--- src/rtl/dram_arb_pkg.sv ---
// Shared types and helpers for the DRAM read arbiter.
package dram_arb_pkg;

  localparam int unsigned ARB_LEN_WIDTH = 8;

  typedef enum logic [1:0] {ARB_IDLE, ARB_ISSUE, ARB_WAIT_DATA} arb_state_t;

  // Next requester index after idx, wrapping at n.
  function automatic int unsigned rr_next(input int unsigned idx, input int unsigned n);
    return (idx + 1 >= n) ? 0 : idx + 1;
  endfunction

endpackage

--- src/rtl/dram_req_slot.sv ---
// One-deep holding register for a single requester's read command, with sticky overflow.
module dram_req_slot
  import dram_arb_pkg::*;
#(
  parameter int unsigned ADDR_W = 32
) (
  input  logic                     clk,
  input  logic                     rst,
  input  logic                     en,
  input  logic [ADDR_W-1:0]        addr,
  input  logic [ARB_LEN_WIDTH-1:0] len,
  input  logic                     clr,
  output logic                     valid,
  output logic [ADDR_W-1:0]        held_addr,
  output logic [ARB_LEN_WIDTH-1:0] held_len,
  output logic                     overflow
);

  // A request arriving on the same edge the slot is drained is accepted.
  always_ff @(posedge clk or posedge rst) begin
    if (rst) begin
      valid     <= 1'b0;
      held_addr <= '0;
      held_len  <= '0;
      overflow  <= 1'b0;
    end else begin
      if (en && (!valid || clr)) begin
        valid     <= 1'b1;
        held_addr <= addr;
        held_len  <= len;
      end else if (clr) begin
        valid <= 1'b0;
      end
      if (en && valid && !clr) overflow <= 1'b1;
    end
  end

endmodule

--- src/rtl/dram_read_arbiter.sv ---
// Round-robin arbiter sharing one DRAM read channel among NUM_REQ requesters,
// one burst in flight, returned beats routed to the owning requester.
module dram_read_arbiter
  import dram_arb_pkg::*;
#(
  parameter int unsigned NUM_REQ         = 2,
  parameter int unsigned AXI_ADDR_WIDTH  = 32,
  parameter int unsigned DRAM_DATA_WIDTH = 512
) (
  input  logic                                clk_pixel,
  input  logic                                dram_arbiter_reset,
  input  logic [NUM_REQ-1:0]                  req_read_en,
  input  logic [NUM_REQ*AXI_ADDR_WIDTH-1:0]   req_read_addr,
  input  logic [NUM_REQ*ARB_LEN_WIDTH-1:0]    req_read_len,
  output logic [NUM_REQ-1:0]                  req_read_busy,
  output logic [NUM_REQ-1:0]                  req_read_data_valid,
  output logic [DRAM_DATA_WIDTH-1:0]          req_read_data,
  output logic [AXI_ADDR_WIDTH-1:0]           dram_read_addr,
  output logic [ARB_LEN_WIDTH-1:0]            dram_read_len,
  output logic                                dram_read_en,
  input  logic                                dram_read_busy,
  input  logic [DRAM_DATA_WIDTH-1:0]          dram_read_data,
  input  logic                                dram_read_data_valid,
  output logic [NUM_REQ:0]                    arb_error
);

  localparam int unsigned IDX_W = (NUM_REQ > 1) ? $clog2(NUM_REQ) : 1;

  arb_state_t               state;
  logic [IDX_W-1:0]         owner;
  logic [IDX_W-1:0]         rr_ptr;
  logic [ARB_LEN_WIDTH-1:0] beat_cnt;
  logic                     stray_err;

  logic [NUM_REQ-1:0]        slot_valid;
  logic [NUM_REQ-1:0]        slot_clr;
  logic [NUM_REQ-1:0]        slot_ovf;
  logic [AXI_ADDR_WIDTH-1:0] slot_addr [NUM_REQ];
  logic [ARB_LEN_WIDTH-1:0]  slot_len  [NUM_REQ];

  logic             issue_fire;
  logic             in_wait;
  logic             any_valid;
  logic [IDX_W-1:0] pick;

  assign issue_fire = (state == ARB_ISSUE) && !dram_read_busy;
  assign in_wait    = (state == ARB_WAIT_DATA);
  assign arb_error  = {stray_err, slot_ovf};
  assign req_read_data = in_wait ? dram_read_data : '0;

  for (genvar i = 0; i < NUM_REQ; i++) begin : g_slot
    assign slot_clr[i] = issue_fire && (owner == IDX_W'(i));
    assign req_read_busy[i] = slot_valid[i] || ((state != ARB_IDLE) && (owner == IDX_W'(i)));
    assign req_read_data_valid[i] = in_wait && dram_read_data_valid && (owner == IDX_W'(i));

    dram_req_slot #(.ADDR_W(AXI_ADDR_WIDTH)) u_slot (
      .clk       (clk_pixel),
      .rst       (dram_arbiter_reset),
      .en        (req_read_en[i]),
      .addr      (req_read_addr[i*AXI_ADDR_WIDTH +: AXI_ADDR_WIDTH]),
      .len       (req_read_len[i*ARB_LEN_WIDTH +: ARB_LEN_WIDTH]),
      .clr       (slot_clr[i]),
      .valid     (slot_valid[i]),
      .held_addr (slot_addr[i]),
      .held_len  (slot_len[i]),
      .overflow  (slot_ovf[i])
    );
  end

  // First valid slot at or after rr_ptr, wrapping.
  always_comb begin
    int unsigned idx;
    any_valid = 1'b0;
    pick      = '0;
    idx       = 0;
    for (int unsigned k = 0; k < NUM_REQ; k++) begin
      idx = (32'(rr_ptr) + k) % NUM_REQ;
      if (!any_valid && slot_valid[IDX_W'(idx)]) begin
        any_valid = 1'b1;
        pick      = IDX_W'(idx);
      end
    end
  end

  always_ff @(posedge clk_pixel or posedge dram_arbiter_reset) begin
    if (dram_arbiter_reset) begin
      state          <= ARB_IDLE;
      owner          <= '0;
      rr_ptr         <= '0;
      beat_cnt       <= '0;
      dram_read_en   <= 1'b0;
      dram_read_addr <= '0;
      dram_read_len  <= '0;
      stray_err      <= 1'b0;
    end else begin
      dram_read_en <= 1'b0;
      if (dram_read_data_valid && !in_wait) stray_err <= 1'b1;
      case (state)
        ARB_IDLE: begin
          if (any_valid) begin
            owner          <= pick;
            dram_read_addr <= slot_addr[pick];
            dram_read_len  <= slot_len[pick];
            state          <= ARB_ISSUE;
          end
        end
        ARB_ISSUE: begin
          if (!dram_read_busy) begin
            dram_read_en <= 1'b1;
            beat_cnt     <= '0;
            state        <= ARB_WAIT_DATA;
          end
        end
        ARB_WAIT_DATA: begin
          if (dram_read_data_valid) begin
            if (beat_cnt == dram_read_len) begin
              rr_ptr <= IDX_W'(rr_next(32'(owner), NUM_REQ));
              state  <= ARB_IDLE;
            end else begin
              beat_cnt <= beat_cnt + 8'd1;
            end
          end
        end
        default: state <= ARB_IDLE;
      endcase
    end
  end

endmodule

--- config.mk ---
export PLATFORM = sky130hd
export DESIGN_NAME = dram_read_arbiter
export DESIGN_NICKNAME = d
export VERILOG_FILES = /design/src/rtl/dram_arb_pkg.sv /design/src/rtl/dram_req_slot.sv /design/src/rtl/dram_read_arbiter.sv
export SDC_FILE = /design/constraint.sdc
export NUM_CORES = 1
export LEC_CHECK = 0
export ABC_CLOCK_PERIOD_IN_PS = 2300
export CAP_MARGIN = 20
export CELL_PAD_IN_SITES_DETAIL_PLACEMENT = 0
export CELL_PAD_IN_SITES_GLOBAL_PLACEMENT = 1
export CORE_AREA = 8 8 451 453
export DETAILED_ROUTE_END_ITERATION = 10
export DIE_AREA = 0 0 459 461
export PLACE_DENSITY = 0.43
export SETUP_SLACK_MARGIN = 0.02
export SYNTH_ARGS = -nofsm -noshare
export SYNTH_HDL_FRONTEND = slang
export SYNTH_HIERARCHICAL = 1
export SYNTH_SLANG_ARGS = --single-unit
--- constraint.sdc ---
create_clock -name clk_pixel -period 2.3 [get_ports clk_pixel]
set_input_delay 0.69 -clock clk_pixel [delete_from_list [all_inputs] [get_ports clk_pixel]]
set_output_delay 0.69 -clock clk_pixel [all_outputs]
set_load 0.1 [all_outputs]
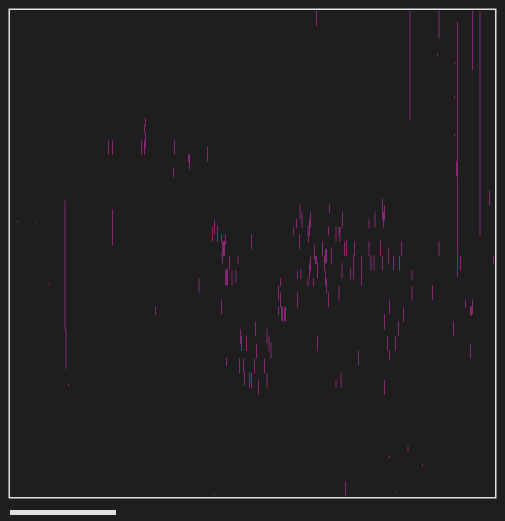
*Signal wires on met4, run 1*
Scale bar: 100 um.
wire length on this layer	2640 um
main direction	vertical
share of all routed wire	1.5%
total vias in the final route: 13.1k
total length of routed wires: 177 mm

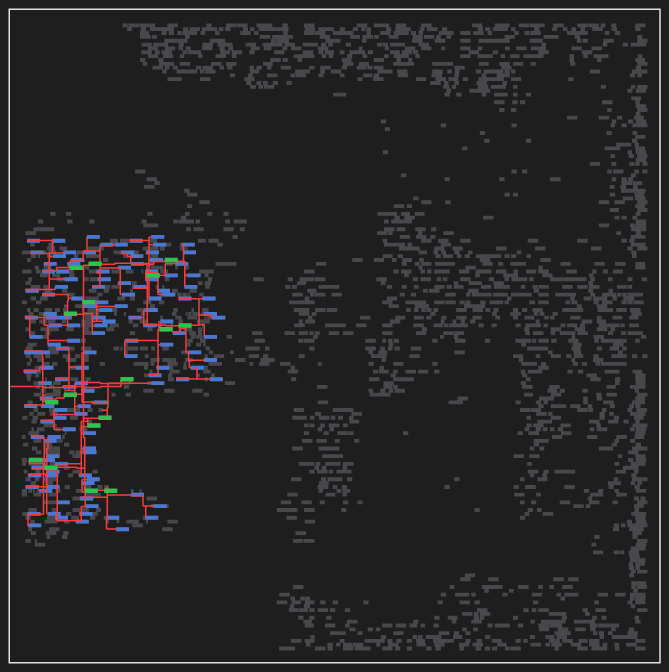
*Clock network drawn from the DEF, run 1*
[flip-flops] blue | count: 138
[clock wires] red | length: 2360 um
[cells driving clock nets] green | count: 17
routed clock nets	18
share of power burned in the clock network: 0.066
clock network power: 3.01 mW

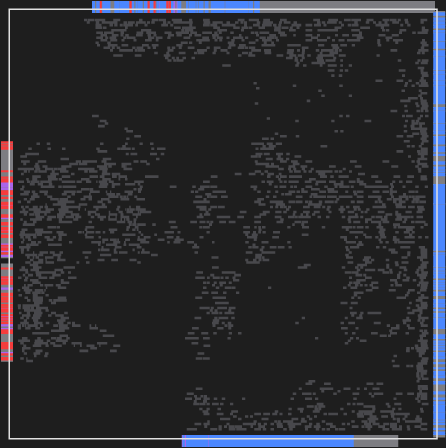
*Ports around the boundary, run 1*
Pins as bars across the die edge, other pins in grey.
port	colour	pins	direction	edge
dram_read_data	blue	512	input	223 east, 191 south, 98 north
req_read_addr	red	64	input	58 west, 6 north
dram_read_addr	purple	32	output	20 west, 6 south, 6 north
Die X-Extent: 459 um
DIE HEIGHT: 461 um
count of port buffers added during placement: 1157

==> summary.log, run 1 <==
INFO  floorplan      floorplan.rows=163
INFO  worst_hold_path hp-class=register to register
INFO  final_layout   design_area=33000um2
INFO  timing         final_hold_viol_count=0
INFO  timing         tightest_slew=0.637ns
INFO  clocking       cts_repair_resize_count=48
INFO  global_routing gr_util_met1=0.154
INFO  synthesis      syn-cell-area=9560um2
INFO  setup_path     ff2ff_path_depth=8
INFO  synthesis      ys_cells=1017
INFO  setup_path     critical_path_class=register to output pin
INFO  routing        detailedRoute.firstPassIterationCount=5
INFO  clocking       htreeDepth=4
INFO  global_routing grt_util_all_layers=0.157
INFO  floorplan      die_area=212000um2
INFO  timing         finalClockSkew=0.0148ns
INFO  setup_path     end_kind=output pin
INFO  synthesis      sequential_share_of_the_synthesized_area=0.361
INFO  global_routing antenna_found_initial=183
INFO  run_status     status=complete, but fails checks
INFO  final_layout   post_route_cells_drive_above_1_share=0.584
INFO  timing         clock.fmax=369MHz
INFO  final_layout   final_util=0.168
INFO  synthesis      number_of_synthesized_flops_with_an_enable_pin=0
INFO  global_routing gr-max-usage-layer=met2
INFO  synthesis      postSynthCellCount=1017
INFO  global_routing wire_length_of_the_first_global_routing_pass=207mm
INFO  final_layout   layout.nets=2810
INFO  clocking       cts-root-buf=sky130_fd_sc_hd__clkbuf_16
INFO  final_layout   post_layout_nonfiller_instances=4880
INFO  run            warning_count=29
INFO  floorplan      coreArea=196000um2
INFO  synthesis      postSynthNetCount=1616
INFO  power          power.sequential.fraction=0.098
INFO  setup_path     worst_path_dominant_cell_family=buffers and inverters
INFO  global_routing globalRoute.totalOverflow=0
INFO  final_layout   synthesis_to_finish_area_growth=245%
INFO  timing         final-max-slew-violation-count=0
INFO  final_layout   layout_top_cells=sky130_fd_sc_hd__clkdlybuf4s50_1 (597), sky130_fd_sc_hd__buf_12 (560), sky130_fd_sc_hd__and2_4 (500), sky130_fd_sc_hd__dfrtp_1 (138), sky130_fd_sc_hd__mux2_4 (80)
INFO  setup_path     cp.buffers_inverters=5
INFO  run_status     violations=setup timing
INFO  timing         setup_ws=-0.409ns
INFO  synthesis      top_cells_by_area=sky130_fd_sc_hd__dfrtp_1 (36%), sky130_fd_sc_hd__and2_1 (34%), sky130_fd_sc_hd__mux2_4 (13%)
INFO  synthesis      ys_chip_area=9560um2
INFO  power          power=45.5mW
INFO  clocking       worst_setup_hold_path_clk_slew=0.07ns
INFO  timing         final.setup.tns=-179.28ns
INFO  synthesis      yosysTopAreaCellShare=0.361
INFO  place          post-dp-hpwl=162mm
INFO  synthesis      yosys-top-cells-count=sky130_fd_sc_hd__and2_1 (513), sky130_fd_sc_hd__dfrtp_1 (138), sky130_fd_sc_hd__mux2_4 (80), sky130_fd_sc_hd__clkbuf_1 (67), sky130_fd_sc_hd__nand2_1 (52)
INFO  clocking       cts-root-to-sink-buffers=2
INFO  power          leakage_power_of_the_design=13.4nW
INFO  timing         post-route-period-util=1.18
INFO  routing        met3WireLength=18.0mm
INFO  clocking       cts.hold.buffers_added=0
INFO  worst_hold_path min_path_cells=2
INFO  global_routing vias_in_the_first_global_route=13.6k
INFO  power          p_switching=26.0mW
INFO  synthesis      numSynthFlops=138
INFO  run            max_cap_violations=0
INFO  power          power_density=1380nW/um2
INFO  power          vdd_drop_max=0.996mV
INFO  timing         finalSetupViolations=515
## run 1: layout make-up
type	count	area, um2	area share
clock inverters	9	160	0.00486
repair buffers	1256	18500	0.562
flip-flops and latches	138	3450	0.105
clock buffers	23	468	0.0142
multi-input cells	790	7010	0.212
diodes	16	40.0	0.00121
well taps	2640	3300	0.100
inverters	8	30.0	0.000910
## run 1: worst max path at each step
stage,cells past startpoint,end,startpoint
3_5_place_dp,9,g_slot[1].u_slot/held_addr[9],dram_read_busy
6_report,7,req_read_data[370],state[0]
5_1_grt,7,req_read_data[282],state[0]
2_1_floorplan,2,req_read_busy[0],state[0]
4_1_cts,7,req_read_data[370],state[0]
3_3_place_gp,9,g_slot[1].u_slot/held_addr[23],dram_read_busy
## run 1: logic make-up (layout without fill, tap and decap cells)
kind of cell / Yosys count / count (layout) / synth area share
and+or+nand+nor: 595 / 595 / 0.379
DFF: 138 / 138 / 0.361
muxes: 124 / 124 / 0.172
buffers and inverters: 89 / 1296 / 0.0423
AOI/OAI and AO/OA: 60 / 60 / 0.0348
xor gates and xnor gates: 10 / 10 / 0.00916
adders and majority gates: 1 / 1 / 0.00131
other: 0 / 16 / 0
## run 1: flip-flops by register name, indices dropped and copies added (netlist names), 2 cells and up
register,count
beat_cnt,8
dram_read_addr,32
dram_read_len,8
g_slot.u_slot/held_addr,64
g_slot.u_slot/held_len,16
g_slot.u_slot/overflow,2
g_slot.u_slot/valid,2
state,2
## run 1: power by group through the flow
stage          Clock, mW  Combinational [mW]  Sequential, mW
2_1_floorplan          0                19.3            6.49
3_3_place_gp           0                37.0            4.49
3_5_place_dp           0                37.0            4.49
4_1_cts             3.11                37.9            4.47
5_1_grt             3.21                39.3            4.60
6_report            3.01                38.0            4.45
### The clock network, run 1

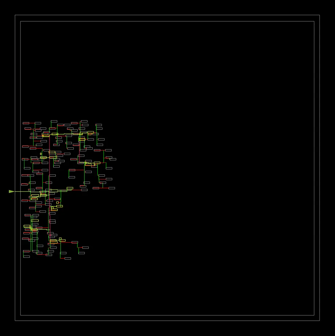

## Run 2: what changed since run 1
--- a/config.mk
+++ b/config.mk
@@ -5,11 +5,12 @@
 export SDC_FILE = /design/constraint.sdc
 export NUM_CORES = 1
 export LEC_CHECK = 0
-export ABC_CLOCK_PERIOD_IN_PS = 2300
+export ABC_CLOCK_PERIOD_IN_PS = 2700
 export CAP_MARGIN = 20
 export CELL_PAD_IN_SITES_DETAIL_PLACEMENT = 0
 export CELL_PAD_IN_SITES_GLOBAL_PLACEMENT = 1
 export CORE_AREA = 8 8 451 453
+export CTS_BUF_LIST = sky130_fd_sc_hd__clkbuf_4
 export DETAILED_ROUTE_END_ITERATION = 10
 export DIE_AREA = 0 0 459 461
 export PLACE_DENSITY = 0.43
==> constraint.sdc (replaced) <==
create_clock -name clk_pixel -period 2.7 [get_ports clk_pixel]
set_input_delay 0.81 -clock clk_pixel [delete_from_list [all_inputs] [get_ports clk_pixel]]
set_output_delay 0.81 -clock clk_pixel [all_outputs]
set_load 0.1 [all_outputs]
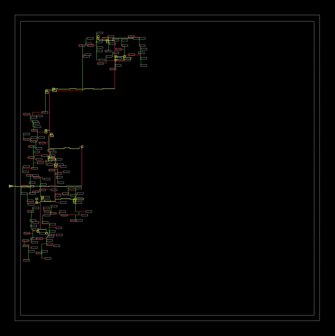
*The clock network, run 2*
clock latency on the worst-skew pair: 0.67 ns
Seq cells: 138

==> run 2 against run 1 <==
The flow still finishes with violations (setup timing). Synthesized cell count is the same. Clock-buffer cell count shrank 6. First-iteration DRC count shrank 16%. Sequential cell count unchanged.
==> summary.log, run 2 <==
INFO  timing         post-route-period-util=1.14
INFO  worst_hold_path min_path_cells=1
INFO  floorplan      die_width=459um
INFO  place          setup_ws_pre_cts=-0.117ns
INFO  setup_path     end_kind=output pin
INFO  timing         final_hold_viol_count=0
INFO  global_routing globalRoute.totalOverflow=0
INFO  clocking       number_of_sinks_handled_by_clock_tree_synthesis=138
INFO  setup_path     critical_path_peak_fanout=8
INFO  floorplan      die_area=212000um2
INFO  final_layout   final_common_cell=sky130_fd_sc_hd__clkdlybuf4s50_1
INFO  synthesis      syn-cell-area=9560um2
INFO  final_layout   synthesis_to_finish_area_growth=228%
INFO  synthesis      yosys-top-cells-count=sky130_fd_sc_hd__and2_1 (513), sky130_fd_sc_hd__dfrtp_1 (138), sky130_fd_sc_hd__mux2_4 (80), sky130_fd_sc_hd__clkbuf_1 (67), sky130_fd_sc_hd__nand2_1 (52)
INFO  synthesis      simple_gate_area_frac=0.379
INFO  floorplan      core_util_floorplan=0.0487
INFO  global_routing grt_util_all_layers=0.153
INFO  final_layout   largest_reg_flops=64
INFO  synthesis      synthDominantAreaCellType=sky130_fd_sc_hd__dfrtp_1
INFO  routing        detail_route.vias_per_cell=2.71
INFO  final_layout   reg.largest.list=g_slot.u_slot/held_addr (64), dram_read_addr (32), g_slot.u_slot/held_len (16)
INFO  floorplan      chipHeight=461um
INFO  setup_path     ff2ff_path_depth=3
INFO  synthesis      post_synth_xor_area_fraction=0.00916
INFO  run_status     violations=setup timing
INFO  timing         worst_slew_margin_rel=0.482
INFO  final_layout   area.combinational=6450um2
INFO  timing         tightest_slew=0.774ns
INFO  timing         finalClockSkew=0.0385ns
INFO  setup_path     worst_path_dominant_cell_family=buffers and inverters
INFO  routing        drt-wirelength-per-cell=35.7um
INFO  synthesis      postSynthCellCount=1017
INFO  synthesis      syn_avg_cell_area=9.40um2
INFO  global_routing vias_in_the_first_global_route=13.3k
INFO  synthesis      ys_chip_area=9560um2
INFO  routing        vias=13.1k
INFO  synthesis      post-synth-top-count-cell=sky130_fd_sc_hd__and2_1
INFO  synthesis      number_of_synthesized_flops_with_an_enable_pin=0
INFO  run_status     status=complete, but fails checks
INFO  setup_path     worstSetupStartpoint=state[0]
INFO  floorplan      coreArea=196000um2
INFO  setup_path     critical_path.reg2reg.startpoint=g_slot[1].u_slot/valid
INFO  setup_path     cell_breakdown_of_the_critical_path=nor2b_4 > buf_12 > buf_12 > buf_12 > buf_16 > and2_4 > buf_12
INFO  final_layout   layout.nets=2775
INFO  global_routing wire_length_of_the_first_global_routing_pass=201mm
INFO  setup_path     crit_arrival=2.26ns
INFO  synthesis      muxShareOfSynthArea=0.172
INFO  power          leakage_power_of_the_design=12.6nW
INFO  global_routing antenna_found_initial=183
INFO  synthesis      postSynthNetCount=1616
INFO  clocking       worst_setup_hold_path_clk_slew=0.16ns
INFO  place          routabilityCongestion=0.963
INFO  final_layout   layout_top_cells=sky130_fd_sc_hd__clkdlybuf4s50_1 (597), sky130_fd_sc_hd__buf_12 (535), sky130_fd_sc_hd__and2_2 (383), sky130_fd_sc_hd__dfrtp_1 (138), sky130_fd_sc_hd__and2_4 (94)
INFO  setup_path     timing.critical_path.depth=7
INFO  synthesis      post_synth_main_logic_family=simple AND/OR/NAND/NOR gates
INFO  timing         rsz0062_at_grt=yes
INFO  routing        routed_wirelength=173mm
INFO  final_layout   fillers=21.9k
INFO  synthesis      ys.warnings.count=6
INFO  run            warning_count=28
INFO  floorplan      floorplan.rows=163
INFO  timing         final-max-slew-violation-count=0
INFO  routing        total_drc_errors_in_the_routed_layout=0
INFO  global_routing largest_net_degree_at_the_start_of_global_routing=87
INFO  final_layout   final_util=0.160
INFO  final_layout   post_route_cells_drive_above_1_share=0.562
INFO  synthesis      dominantRegCellSynth=sky130_fd_sc_hd__dfrtp_1
INFO  synthesis      ao_oa_area_frac=0.0348
INFO  place          post-dp-hpwl=157mm
INFO  power          power_density=1140nW/um2
INFO  synthesis      sequential_share_of_the_synthesized_area=0.361
INFO  power          vdd_drop_max=0.705mV
INFO  worst_hold_path hp-class=register to register
INFO  setup_path     cp.buffers_inverters=5
INFO  final_layout   max_flop_register=g_slot.u_slot/held_addr
INFO  final_layout   layout.area.seq=3450um2
INFO  run            max_cap_violations=0
INFO  place          placed_cells_incl_taps=4764
INFO  power          power=35.9mW
INFO  clocking       cts-root-buf=sky130_fd_sc_hd__clkbuf_4
INFO  place          port_buffers=1157
INFO  clocking       cts.hold.buffers_added=0
INFO  setup_path     path_common_cell=sky130_fd_sc_hd__buf_12
INFO  synthesis      top_cells_by_area=sky130_fd_sc_hd__dfrtp_1 (36%), sky130_fd_sc_hd__and2_1 (34%), sky130_fd_sc_hd__mux2_4 (13%)
INFO  clocking       cts_made_buffers=17
INFO  clocking       cts-root-to-sink-buffers=2
INFO  routing        detailedRoute.firstPassIterationCount=4
INFO  worst_hold_path min-delay-start=stray_err
INFO  timing         clock.fmax=326MHz
INFO  synthesis      yosysTopAreaCellShare=0.361
INFO  synthesis      synth-adder-area-share=0.00131
INFO  floorplan      pin_count=1158
INFO  setup_path     slowest_stage=sky130_fd_sc_hd__dfrtp_1
INFO  synthesis      ys_cells=1017
INFO  timing         finalHoldWorstSlack=0.482ns
INFO  timing         setup_ws=-0.370ns
INFO  clocking       htreeDepth=4
INFO  timing         finalSetupViolations=514
INFO  final_layout   post_layout_nonfiller_instances=4843
INFO  synthesis      numSynthFlops=138
INFO  setup_path     critical_path_class=register to output pin
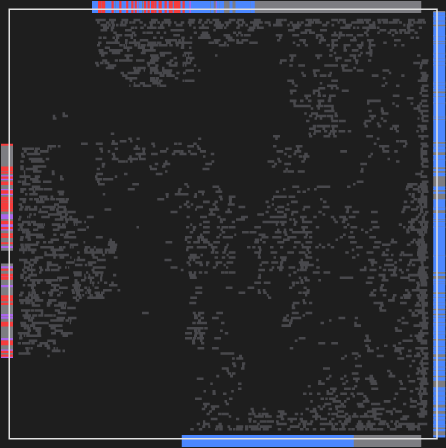
*Ports around the boundary, run 2*
Pins as bars across the die edge, other pins in grey.
port	colour	pins	direction	edge
dram_read_addr	purple	32	output	19 west, 13 north
req_read_addr	red	64	input	40 west, 24 north
dram_read_data	blue	512	input	222 east, 198 south, 92 north

==> run 2: worst paths after layout <==
kind | to | slack, ns
min in group asynchronous | dram_read_addr[12] | 0.60
min | stray_err | 0.48
min reg2reg | stray_err | 0.48
max in group asynchronous | dram_read_addr[7] | 1.55
max reg2reg | dram_read_addr[7] | 0.51
max | req_read_data[493] | -0.37
==> run 2: per-layer routing <==
metal	wire (um)	GRT usage
met1	57100	0.149
met4	3860	0.0181
met5	156	0
met2	97000	0.314
met3	14600	0.0550
==> run 2: timing repair <==
action / CTS / global route
buffers inserted: 12 / 4
endpoints found under the hold margin: 0 / 0
gates cloned: 9 / 11
endpoints found under the setup margin: 517 / 516
pin swaps: 20 / 34
gates resized: 73 / 46
==> run 2: cell families (layout without fill, tap and decap cells) <==
family,after synthesis,in the layout
AOI/OAI and AO/OA,60,60
xor gates and xnor gates,10,10
adders and majority gates,1,1
buffers and inverters,89,1260
DFF,138,138
muxes,124,124
other,0,15
and+or+nand+nor,595,595
==> run 2: area by class of cell <==
type	instances	share of cell area
antenna	15	0.00120
sequential	138	0.110
timing repair buffer	1221	0.566
multi-input combinational	790	0.206
clock inverter	14	0.00650
clock buffer	17	0.00407
inverter	8	0.000957
tap	2640	0.105
==> run 2: through the flow <==
step / instance area (um2) / TNS [ns]
after global routing: 31400 / -228.58
after detailed placement: 30200 / -4.50
final: 31400 / -142.55
after CTS: 31000 / -246.82
after floorplan: 10100 / 0
after global placement: 30200 / -5.73
==> run 2: worst reg2reg max path: cells and delay by family (launching register included) <==
kind | cells | cell delay [ns]
AOI/OAI and AO/OA | 2 | 0.95
buffers and inverters | 1 | 0.59
DFF | 1 | 0.52
==> run 2: power by group <==
part           switching, mW  internal (mW)
Combinational           20.0           10.5
Clock                  0.989          0.684
Sequential             0.680           3.02
Power is estimated from default activity; no workload was simulated.
